<file path="config.mk">
export PLATFORM = sky130hd
export DESIGN_NAME = return_addr_stack
export DESIGN_NICKNAME = d
export VERILOG_FILES = /design/src/rtl/kgp_isa_pkg.sv /design/src/rtl/ras_regfile.sv /design/src/rtl/return_addr_stack.sv
export SDC_FILE = /design/constraint.sdc
export NUM_CORES = 1
export LEC_CHECK = 0
export ABC_AREA = 1
export CORE_MARGIN = 3
export CORE_UTILIZATION = 63
export DETAILED_ROUTE_END_ITERATION = 6
export PLACE_DENSITY = 0.84
export SLEW_MARGIN = 10
export SYNTH_ARGS = -nofsm -noshare
export SYNTH_HDL_FRONTEND = slang
export SYNTH_SLANG_ARGS = --single-unit
</file>
<file path="constraint.sdc">
create_clock -name clk -period 12.1 [get_ports clk]
set_input_delay 1.815 -clock clk [delete_from_list [all_inputs] [get_ports clk]]
set_output_delay 1.815 -clock clk [all_outputs]
set_load 0.01 [all_outputs]
</file>
<file path="src/rtl/kgp_isa_pkg.sv">
// ---------------------------------------------------------------------------
// kgp_isa_pkg
//   Shared ISA constants for the branch unit and its neighbours.
//   Every branch-class opcode is {BR_CLASS, fcode}. CALL and RET are
//   built from their fcodes, so the two encodings cannot drift apart.
// ---------------------------------------------------------------------------
package kgp_isa_pkg;

  localparam logic [1:0] BR_CLASS = 2'b11;

  // Branch-unit function codes (low four bits of a branch-class opcode)
  localparam logic [3:0] FC_JMP  = 4'b0000;
  localparam logic [3:0] FC_BEQ  = 4'b0001;
  localparam logic [3:0] FC_BNE  = 4'b0010;
  localparam logic [3:0] FC_CALL = 4'b1001;
  localparam logic [3:0] FC_RET  = 4'b1110;

  localparam logic [5:0] OP_CALL = {BR_CLASS, FC_CALL};  // 6'b111001
  localparam logic [5:0] OP_RET  = {BR_CLASS, FC_RET};   // 6'b111110

endpackage

</file>
<file path="src/rtl/ras_regfile.sv">
// ---------------------------------------------------------------------------
// ras_regfile
//   DEPTH x AW storage for the return address stack.
//   It has one synchronous write port and one asynchronous read port.
//   Contents are not reset: the stack pointer and count decide which
//   entries hold meaningful data.
// Ports
//   clk    in   rising-edge clock
//   we     in   write enable
//   waddr  in   write index
//   wdata  in   write data
//   raddr  in   read index
//   rdata  out  mem[raddr], combinational
// ---------------------------------------------------------------------------
module ras_regfile #(
  parameter int DEPTH = 8,
  parameter int AW    = 32,
  localparam int IW   = $clog2(DEPTH)
) (
  input  logic          clk,
  input  logic          we,
  input  logic [IW-1:0] waddr,
  input  logic [AW-1:0] wdata,
  input  logic [IW-1:0] raddr,
  output logic [AW-1:0] rdata
);

  logic [AW-1:0] mem_q [DEPTH];
  logic [AW-1:0] mem_d [DEPTH];

  always_comb begin
    mem_d = mem_q;
    if (we) mem_d[waddr] = wdata;
  end

  always_ff @(posedge clk) begin
    mem_q <= mem_d;
  end

  assign rdata = mem_q[raddr];

endmodule

</file>
<file path="src/rtl/return_addr_stack.sv">
// ---------------------------------------------------------------------------
// return_addr_stack
//   Circular LIFO of return addresses that sits beside the EX-stage branch
//   unit. A CALL pushes pc+1 and a RET pops it. The top entry is read
//   combinationally from registered state, so a RET can steer the next PC
//   in its own cycle. Pushes and pops become visible one cycle after their
//   edge, and a value being pushed is never bypassed to the output.
// Ports
//   clk, rst   clock; synchronous active-high reset
//   en         EX instruction valid and not stalled. A plain qualifier:
//              opcode acts only in a cycle with en=1. There is no
//              back-pressure, so every qualified CALL/RET is accepted.
//   opcode     EX-stage opcode
//   pc         PC of the EX-stage instruction
//   flush      drop all entries; wins over a push/pop in the same cycle
//   top_addr   top entry (0 when empty)
//   top_valid  stack non-empty
//   count      valid entries, 0..DEPTH
//   full       count == DEPTH
//   ovf        sticky: a push overwrote the oldest entry
//   unf        sticky: a RET was executed on an empty stack
// ---------------------------------------------------------------------------
module return_addr_stack
  import kgp_isa_pkg::*;
#(
  parameter int DEPTH = 8,
  parameter int AW    = 32,
  localparam int PW   = $clog2(DEPTH),
  localparam int CW   = PW + 1
) (
  input  logic          clk,
  input  logic          rst,
  input  logic          en,
  input  logic [5:0]    opcode,
  input  logic [AW-1:0] pc,
  input  logic          flush,
  output logic [AW-1:0] top_addr,
  output logic          top_valid,
  output logic [CW-1:0] count,
  output logic          full,
  output logic          ovf,
  output logic          unf
);

  logic [PW-1:0] sp_q, sp_d;
  logic [CW-1:0] count_q, count_d;
  logic          ovf_q, ovf_d;
  logic          unf_q, unf_d;

  logic          push, pop, is_full, is_empty;
  logic          mem_we;
  logic [PW-1:0] rd_idx;
  logic [AW-1:0] rd_data;

  assign push     = en && (opcode == OP_CALL);
  assign pop      = en && (opcode == OP_RET);
  assign is_full  = (count_q == CW'(DEPTH));
  assign is_empty = (count_q == '0);

  // The push slot is sp itself, so the top of stack is the slot just below.
  // The subtraction wraps modulo DEPTH on purpose.
  assign rd_idx = sp_q - PW'(1);

  // A write is suppressed when flush or rst wins the cycle. The slot would be
  // invisible anyway, but this keeps the array free of dropped pushes.
  assign mem_we = push && !flush && !rst;

  ras_regfile #(.DEPTH(DEPTH), .AW(AW)) u_regfile (
    .clk   (clk),
    .we    (mem_we),
    .waddr (sp_q),
    .wdata (pc + AW'(1)),
    .raddr (rd_idx),
    .rdata (rd_data)
  );

  always_comb begin
    sp_d    = sp_q;
    count_d = count_q;
    ovf_d   = ovf_q;
    unf_d   = unf_q;
    if (flush) begin
      sp_d    = '0;
      count_d = '0;
    end else if (push) begin
      sp_d = sp_q + PW'(1);
      // When the stack is full, the push lands on the oldest entry and the
      // count saturates.
      if (is_full) ovf_d   = 1'b1;
      else         count_d = count_q + CW'(1);
    end else if (pop) begin
      if (is_empty) begin
        unf_d = 1'b1;
      end else begin
        sp_d    = sp_q - PW'(1);
        count_d = count_q - CW'(1);
      end
    end
  end

  always_ff @(posedge clk) begin
    if (rst) begin
      sp_q    <= '0;
      count_q <= '0;
      ovf_q   <= 1'b0;
      unf_q   <= 1'b0;
    end else begin
      sp_q    <= sp_d;
      count_q <= count_d;
      ovf_q   <= ovf_d;
      unf_q   <= unf_d;
    end
  end

  assign top_valid = !is_empty;
  assign top_addr  = top_valid ? rd_data : '0;
  assign count     = count_q;
  assign full      = is_full;
  assign ovf       = ovf_q;
  assign unf       = unf_q;

endmodule

</file>
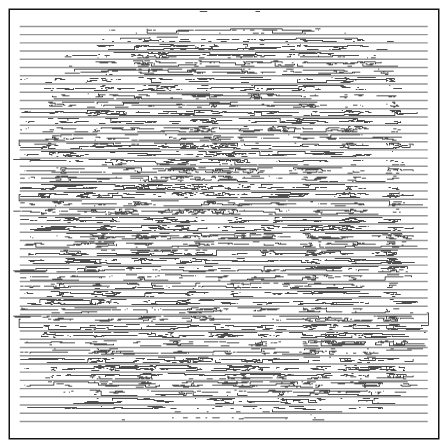
run_1/met1.png
Supply wires on this layer in grey.
- wire length on this layer: 10300 um
- nets with wire on the layer: 1008
- longest straight run: 39.6 um
- main direction: horizontal

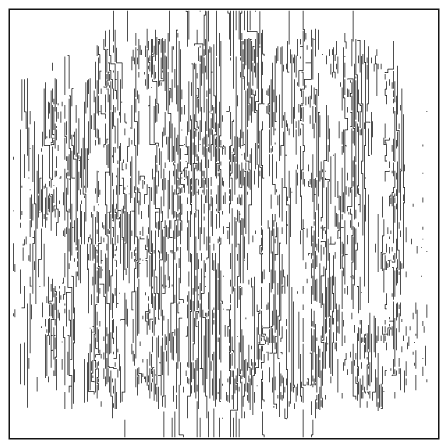
run_1/met2.png
- nets with wire on the layer: 868
- share of all routed wire: 49%
- main direction: vertical

==> out/qor.txt, run 1 <==
worst slew pin tran: 1088 ps
Final Cycle Share: 50.12%
die area: 0.02000 mm2
CTS sink cnt: 265
Cell Area, Synth: 0.01155 mm2
status: complete, no violations
Fillers: 1096
switch share: 20.20%
Clock Power: 717 uW
synth warn: 0
final clock skew: 12.71 ps
Worst R2R End: u_regfile.mem_q[57]$_DFFE_PP_
Syn Inst Count: 967
NumNets Final: 1091
critical path startpoint category: flop
crit path time final: 6065 ps
Synth-to-Final Area Change: 15.18%
Cell Type Count: 36
global-route wire length before repair: 39860 um
top cells by area, synth: edfxtp_1 (67%), nor2_1 (7.2%), o21ai_0 (3.7%), o21ai_1 (3.3%), mux2i_1 (2.8%)
clk_lat worst skew: 530 ps
Remaining Overflow, GRT: 0
Synth Seq Share: 68.10%
WL/cell: 19.74 um
worst rel slew slack: 27.50%
Commonest flop: edfxtp_1
internal cell power: 1.421 mW
floorplan utilization: 65.66%
Num CTS Buffers: 26
Worst-path clk slew: 60 ps
xor+xnor area frac: 2.437%
Syn Nets: 1015
vias in the first global route: 7664
GPL Wtd Cong: 0.9760
setup repair bufs after CTS: 0
cell total in the yosys stat output: 967
yosys adder share: 0.7147%
CTS tree: yes
OpenROAD warning count: 27
DRT Pass-1 Iters: 5
Arrival @ worst endpoint: 4250 ps
Post-DP Area: 0.01255 mm2
max-slew violation count: 0
Top-area cell share: 66.54%
antenna-violating nets left: 0
comb pwr: 56.7 uW
LEAKAGE: 4.317 nW
Seq. pwr: 1.01 mW
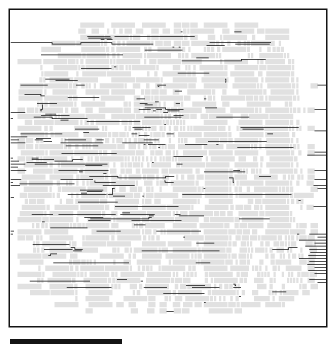
run_1/met3.png
The bar under the picture is 50 um long.
- wire length on this layer: 1860 um
- main direction: horizontal
- nets with wire on the layer: 125
DR vias: 7787
routed wire length: 25400 um
GR Util met3: 3.842%

[run 1: metal layers]
layer	wire [um]	vias to the layer above	GRT usage, %
li1	-	3618	-
met1	10270	3767	34.21
met2	12540	343	41.66
met3	1861	59	3.842
met4	736	0	10.66
met5	0	-	0
[run 1: how the worst max path moves through the flow]
stage / startpoint / to / slack, ps / cells past startpoint
global placement: sp_q[0]$_SDFFE_PP0P_ / top_addr[5] / 6760 / 8
detailed placement: sp_q[0]$_SDFFE_PP0P_ / top_addr[12] / 6670 / 8
floorplan: en / u_regfile.mem_q[100]$_DFFE_PP_ / 7070 / 6
global route: sp_q[0]$_SDFFE_PP0P_ / top_addr[11] / 5790 / 8
finish: sp_q[0]$_SDFFE_PP0P_ / top_addr[12] / 6040 / 8
CTS: sp_q[0]$_SDFFE_PP0P_ / top_addr[12] / 6000 / 8
[run 1: sequential cells by signal, summed over array words and instances, names as in the netlist]
signal,cells
count,4
ovf,1
sp_q,3
u_regfile.mem_q,256
unf,1
[run 1: placed cells by master (no fill, tap or decap), types with 16 or more instances in the layout]
master	n
buf_4	16
clkbuf_16	26
clkdlybuf4s50_1	81
edfxtp_1	256
inv_1	27
mux2i_1	32
nand2_1	61
nor2_1	223
nor3_2	16
o21ai_0	86
o21ai_1	77
o22ai_1	33
xor2_1	22
[run 1: critical path, stage by stage (launching register included)]
cell and delay (ps):
dfxtp_4 830, clkinv_2 200, ha_4 660, buf_4 670, o21ai_0 240, o22ai_1 260
nor2_1 80, nor2_1 150, clkdlybuf4s50_1 560
[run 1: synthesized netlist by cell type (3+ instances only)]
cell / count
nand3_1: 13
nand3b_1: 4
o21ai_0: 86
nor3_1: 16
xor2_1: 22
edfxtp_1: 256
dfxtp_1: 9
o22ai_1: 33
nor2_2: 5
mux2i_1: 32
clkbuf_2: 3
xnor2_1: 7
nand4_1: 5
nand3_2: 6
o21ai_1: 77
nor3_2: 8
inv_2: 3
clkbuf_1: 20
nor2_4: 3
buf_6: 5
a21oi_1: 4
buf_2: 11
buf_4: 9
inv_1: 27
nand2_1: 61
nand2_2: 6
nor2_1: 223
ha_1: 5
[run 1: cell type report]
| class | instances | area, um2 | share of cell area, % |
|---|---|---|---|
| flip-flops and latches | 265 | 7871 | 59.15 |
| multi-input cells | 622 | 3344 | 25.13 |
| repair buffers | 97 | 930.9 | 6.995 |
| clock buffers | 29 | 661.9 | 4.974 |
| well taps | 225 | 281.5 | 2.115 |
| inverters | 31 | 117.6 | 0.8838 |
| clock inverters | 17 | 97.59 | 0.7334 |
| diodes | 1 | 2.502 | 0.01880 |
[run 1: stage by stage]
stage | hold slack, ps | power, mW | utilization, % | setup WS (ps) | instances
5_1_grt | 506.3 | 1.828 | 75.61 | 5789 | 1286
3_3_place_gp | 454.7 | 1.080 | 71.30 | 6762 | 1240
6_report | 475.5 | 1.781 | 75.63 | 6035 | 1287
4_1_cts | 481.6 | 1.791 | 75.61 | 6000 | 1286
3_5_place_dp | 467.3 | 1.082 | 71.30 | 6668 | 1240
2_1_floorplan | 492.8 | 1.052 | - | 7070 | 967
## Run 2: what changed since run 1
CORE_UTILIZATION = 53   (was 63)
PLACE_DENSITY = 0.75   (was 0.84)
clock period = 4.9 ns   (was 12.1 ns; I/O delays follow)
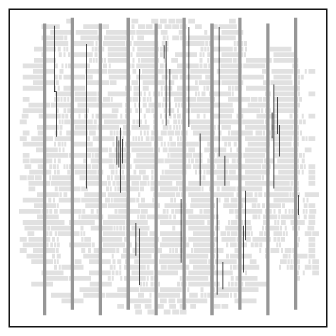
run_2/met4.png
Supply wires on this layer in grey.
- main direction: vertical
- nets with wire on the layer: 16
- share of all routed wire: 2.7%
- wire length on this layer: 726 um
- longest straight run: 70.0 um

==> run 2 against run 1 <==
  * Via count shrank 0.30%
  * Clock-buffer cell count up 9
  * Sequential power up 150%
  * Synthesized cell count unchanged
==> out/qor.txt, run 2 <==
status: complete, no violations
Worst-path clk slew: 60 ps
Yosys reg bits: 265
Remaining Overflow, GRT: 0
WL/cell: 19.94 um
max-slew violation count: 0
worst hold slack: 477.4 ps
Arrival @ worst endpoint: 3490 ps
vias in the first global route: 7531
CTS tree: yes
top cells by count: edfxtp_1 (256), nor2_1 (223), o21ai_0 (86)
cell total in the yosys stat output: 967
internal cell power: 3.845 mW
die area: 0.02361 mm2
dpl ws: 1269 ps
Final Util: 63.90%
Synth-to-Final Area Change: 17.36%
Clk pwr share: 44.8%
Post-DP Area: 0.01264 mm2
most numerous logic cells after layout: edfxtp_1 (256), nor2_1 (223), o21ai_0 (86)
Cell Area, Synth: 0.01155 mm2
OpenROAD warning count: 27
Final Cycle Share: 86.22%
CTS sink cnt: 265
DRT Pass-1 Iters: 6
via/cell ratio: 5.803
Synth Seq Share: 68.10%
floorplan utilization: 54.45%
final worst slack: 675.2 ps
setup repair bufs after CTS: 0
worst slew pin tran: 1110 ps
Largest Register: u_regfile.mem_q
critical path startpoint category: flop
GPL Wtd Cong: 0.8641
top cells by area, synth: edfxtp_1 (67%), nor2_1 (7.2%), o21ai_0 (3.7%), o21ai_1 (3.3%), mux2i_1 (2.8%)
DR vias: 7764
Commonest flop: edfxtp_1
worst rel slew slack: 25.98%
LEAKAGE: 4.389 nW
NumNets Final: 1091
Ant. Diodes: 0
PnR Total Power: 4.754 mW
synth warn: 0
clock tree buffer depth: 3
antenna-violating nets left: 0
most frequent cell after synthesis: edfxtp_1
post-cts resize count: 0
Syn Inst Count: 967
number of flip-flops in the largest register: 256
crit path time final: 4225 ps
Syn Nets: 1015
placed insts: 1289
dominant logic cell type in the layout: edfxtp_1
routed wire length: 26680 um
post-route insts no fill: 1338
switch share: 19.12%
Top-area cell share: 66.54%
Worst setup EP type: primary output
Cell Type Count: 36
global-route wire length before repair: 41200 um
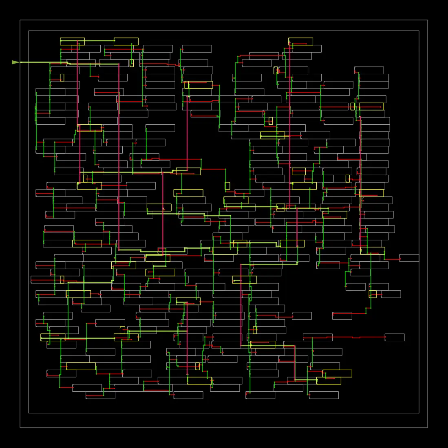
run_2/final_clocks.png
clk_lat worst skew: 540 ps
Num CTS Buffers: 27
final clock skew: 12.72 ps
clock buffer count: 38

-- run 2: path summary, 6_finish.rpt --
| path | startpoint | end | cells after the start | slack, ps |
|---|---|---|---|---|
| max | sp_q[1]$_SDFFE_PP0P_ | top_addr[5] | 8 | 680 |
| min | ovf$_SDFFE_PP0P_ | ovf$_SDFFE_PP0P_ | 2 | 480 |
| max reg2reg | sp_q[0]$_SDFFE_PP0P_ | u_regfile.mem_q[174]$_DFFE_PP_ | 5 | 1930 |
| min reg2reg | ovf$_SDFFE_PP0P_ | ovf$_SDFFE_PP0P_ | 2 | 480 |
-- run 2: area by class of cell --
class                      instances  area, um2
clock buffer                      38      737.0
clock inverter                    11      183.9
fill                            1624       7661
inverter                          31      117.6
multi-input combinational        622       3344
sequential                       265       7871
tap                              275      344.1
timing repair buffer              96      960.9
-- run 2: cells by family after synthesis --
kind of cell               count (synthesis)  share of synthesized area [%]
and+or+nand+nor                          353                          13.49
DFF                                      265                          68.10
AOI/OAI and AO/OA                        201                          9.075
buffers and inverters                     80                          3.411
muxes                                     32                          2.772
xor gates and xnor gates                  30                          2.437
adders and majority gates                  6                         0.7148
-- run 2: worst max-delay path, cell delays in order (launching register included) --
cell and delay, ps:
dfxtp_1 470, inv_1 220, ha_4 710, buf_4 360, o21ai_0 130, o21ai_1 170
o21ai_1 80, nor2_1 210, clkdlybuf4s50_1 570
-- run 2: power by group through the flow --
stage / clock network, mW / logic (mW) / registers [mW]
final: 2.13 / 0.140 / 2.49
after global routing: 2.24 / 0.152 / 2.49
after CTS: 2.16 / 0.139 / 2.49
after detailed placement: 0 / 0.138 / 2.53
after global placement: 0 / 0.134 / 2.53
after floorplan: 0 / 0.0622 / 2.53
-- run 2: per-layer routing --
metal / global-route usage (%) / wire length [um] / vias up
met5: 0 / 0 / -
met4: 7.738 / 725 / 0
met3: 3.265 / 1555 / 60
met2: 36.41 / 12870 / 288
met1: 30.53 / 11530 / 3808
li1: - / - / 3608
## Run 3: what changed since run 2
MAX_ROUTING_LAYER = met4   (was not set)
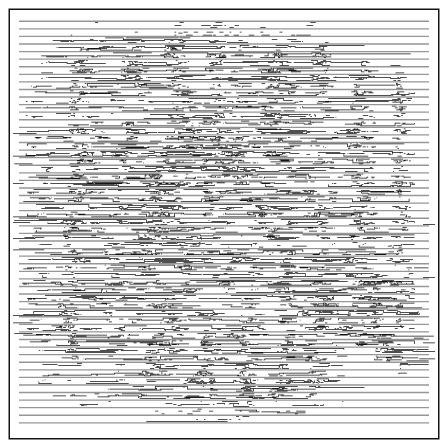
run_3/met1.png
Supply wires on this layer in grey.
- nets with wire on the layer: 1022
- main direction: horizontal
- share of all routed wire: 43%
- longest straight run: 40.0 um
- wire length on this layer: 11300 um
DR vias: 7723
grt met1 use: 30.55%
routed wire length: 26560 um

==> run 3 against run 2 <==
  * Synthesized area did not move
  * Final cell count did not move
  * Power barely moved
  * Routed wire length fell by 0.44%
  * Clock-buffer cell count did not move
  * Sequential power barely moved
  * Die area did not move
  * Core utilization did not move
  * Combinational power barely moved
==> out/qor.txt, run 3 <==
Worst-path clk slew: 60 ps
clock tree buffer depth: 3
status: complete, no violations
CP Max Fanout: 59
GR Util All Layers: 22.81%
worst rel slew slack: 27.22%
Syn Inst Count: 967
PnR Total Power: 4.752 mW
Num CTS Buffers: 27
Largest Register: u_regfile.mem_q
Remaining Overflow, GRT: 0
Final setup viols: 0
worst hold slack: 477.4 ps
Synth async-reset ratio: 0%
Reg2Reg Depth: 5
Top-area cell share: 66.54%
Yosys reg bits: 265
DRT Pass-1 Iters: 5
post-DP HPWL: 15080 um
NumNets Final: 1091
max-slew violation count: 0
synth warn: 0
CTS tree: yes
OpenROAD warning count: 27
Final Cycle Share: 85.78%
PwrDens: 350.5 mW/mm2
crit path time final: 4203 ps
Syn Nets: 1015
Synth Seq Share: 68.10%
Fillers: 1624
htree depth: 1
Ant. Diodes: 0
largest net degree at the start of global routing: 98
peak supply drop: 0.2820 mV
sum of negative setup slack: 0 ps
die area: 0.02361 mm2
LEAKAGE: 4.389 nW
clk_lat worst skew: 540 ps
Detailed Route Iter0 Violations: 687
global-route wire length before repair: 41220 um
GPL Wtd Cong: 0.8781
Arrival @ worst endpoint: 3470 ps
hold path cells: 2
floorplan utilization: 54.45%
gr busiest metal: met2
Core Region: 0.02122 mm2
most frequent cell after synthesis: edfxtp_1
setup repair bufs after CTS: 0
number of flip-flops in the largest register: 256
worst slew pin tran: 1092 ps
dominant logic cell type in the layout: edfxtp_1
RSZ-0062 raised after global routing: no
final hold violations: 0
die height: 153.6 um
antenna-violating nets left: 0
Cell Area, Synth: 0.01155 mm2
Port Buffer Count: 81
final clock skew: 14.59 ps
post-cts resize count: 0
vias in the first global route: 7536
GR Util met3: 3.180%
clock root cell: clkbuf_16
Synth-to-Final Area Change: 17.36%
antenna violations before repair: 0
post-route insts no fill: 1338
placed insts: 1289
grt met2 use: 36.43%
Cell Type Count: 36
top cells by area, synth: edfxtp_1 (67%), nor2_1 (7.2%), o21ai_0 (3.7%), o21ai_1 (3.3%), mux2i_1 (2.8%)
Yosys Chip Area: 0.01155 mm2
cell total in the yosys stat output: 967
Worst setup EP type: primary output
WL/cell: 19.85 um
most numerous logic cells after layout: edfxtp_1 (256), nor2_1 (223), o21ai_0 (86)
top cells by count: edfxtp_1 (256), nor2_1 (223), o21ai_0 (86)
Hold-fix buffers, CTS: 0
critical path startpoint category: flop
Commonest flop: edfxtp_1
R2R setup slack: 1980 ps
via/cell ratio: 5.772
Multi-input gate area: 0.003344 mm2
Flop area: 0.007871 mm2
row count: 53
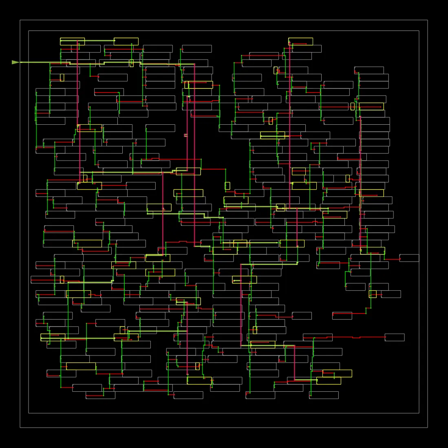
run_3/final_clocks.png
CTS sink cnt: 265
seq_cells: 265

==> run 3: cell counts in the layout (fill, tap and decap cells not counted) <==
No cell type changed its count.
==> run 3: power breakdown <==
part / switching (mW) / internal, mW / total, mW
clock network: 0.818 / 1.31 / 2.13
registers: 0.000312 / 2.49 / 2.49
logic: 0.0885 / 0.0513 / 0.140
==> run 3: metal layers <==
metal  wire length (um)  part of all wire (%)
met1              11320                    43
met2              12850                    48
met3               1698                   6.4
met4                701                   2.6
met5                  0                     0
==> run 3: cells by family after synthesis <==
kind of cell	Yosys count	share of synthesized area, %
compound gates	201	9.075
xor+xnor	30	2.437
fa+ha+maj	6	0.7148
buf+inv	80	3.411
flops	265	68.10
mux	32	2.772
simple gates	353	13.49
==> run 3: worst paths after layout <==
| kind | startpoint | end |
|---|---|---|
| worst max-delay path | sp_q[1]$_SDFFE_PP0P_ | top_addr[5] |
| worst min-delay path | ovf$_SDFFE_PP0P_ | ovf$_SDFFE_PP0P_ |
| worst max register to register | sp_q[0]$_SDFFE_PP0P_ | u_regfile.mem_q[175]$_DFFE_PP_ |
| worst min register to register | ovf$_SDFFE_PP0P_ | ovf$_SDFFE_PP0P_ |
==> run 3: through the flow <==
stage	worst slack [ps]	util [%]	cell area, um2
final	696.8	63.90	13560
after global routing	448.3	63.90	13560
after CTS	700.0	63.90	13560
after detailed placement	1269	59.56	12640
after global placement	1369	59.56	12640
after floorplan	950.1	-	11550
==> run 3: area by class of cell <==
class,instances,share of cell area (%)
sequential,265,58.05
tap,275,2.538
clock inverter,11,1.356
inverter,31,0.8674
multi-input combinational,622,24.67
clock buffer,38,5.435
timing repair buffer,96,7.087
==> run 3: worst max-delay path, cell delays in order (launching register included) <==
cell and delay, ps:
dfxtp_1 470, inv_1 220, ha_4 720, buf_4 360, o21ai_0 130, o21ai_1 170, o21ai_1 80, nor2_1 200
clkdlybuf4s50_1 560
No activity file was given, so power comes from the tool's default toggle rates.
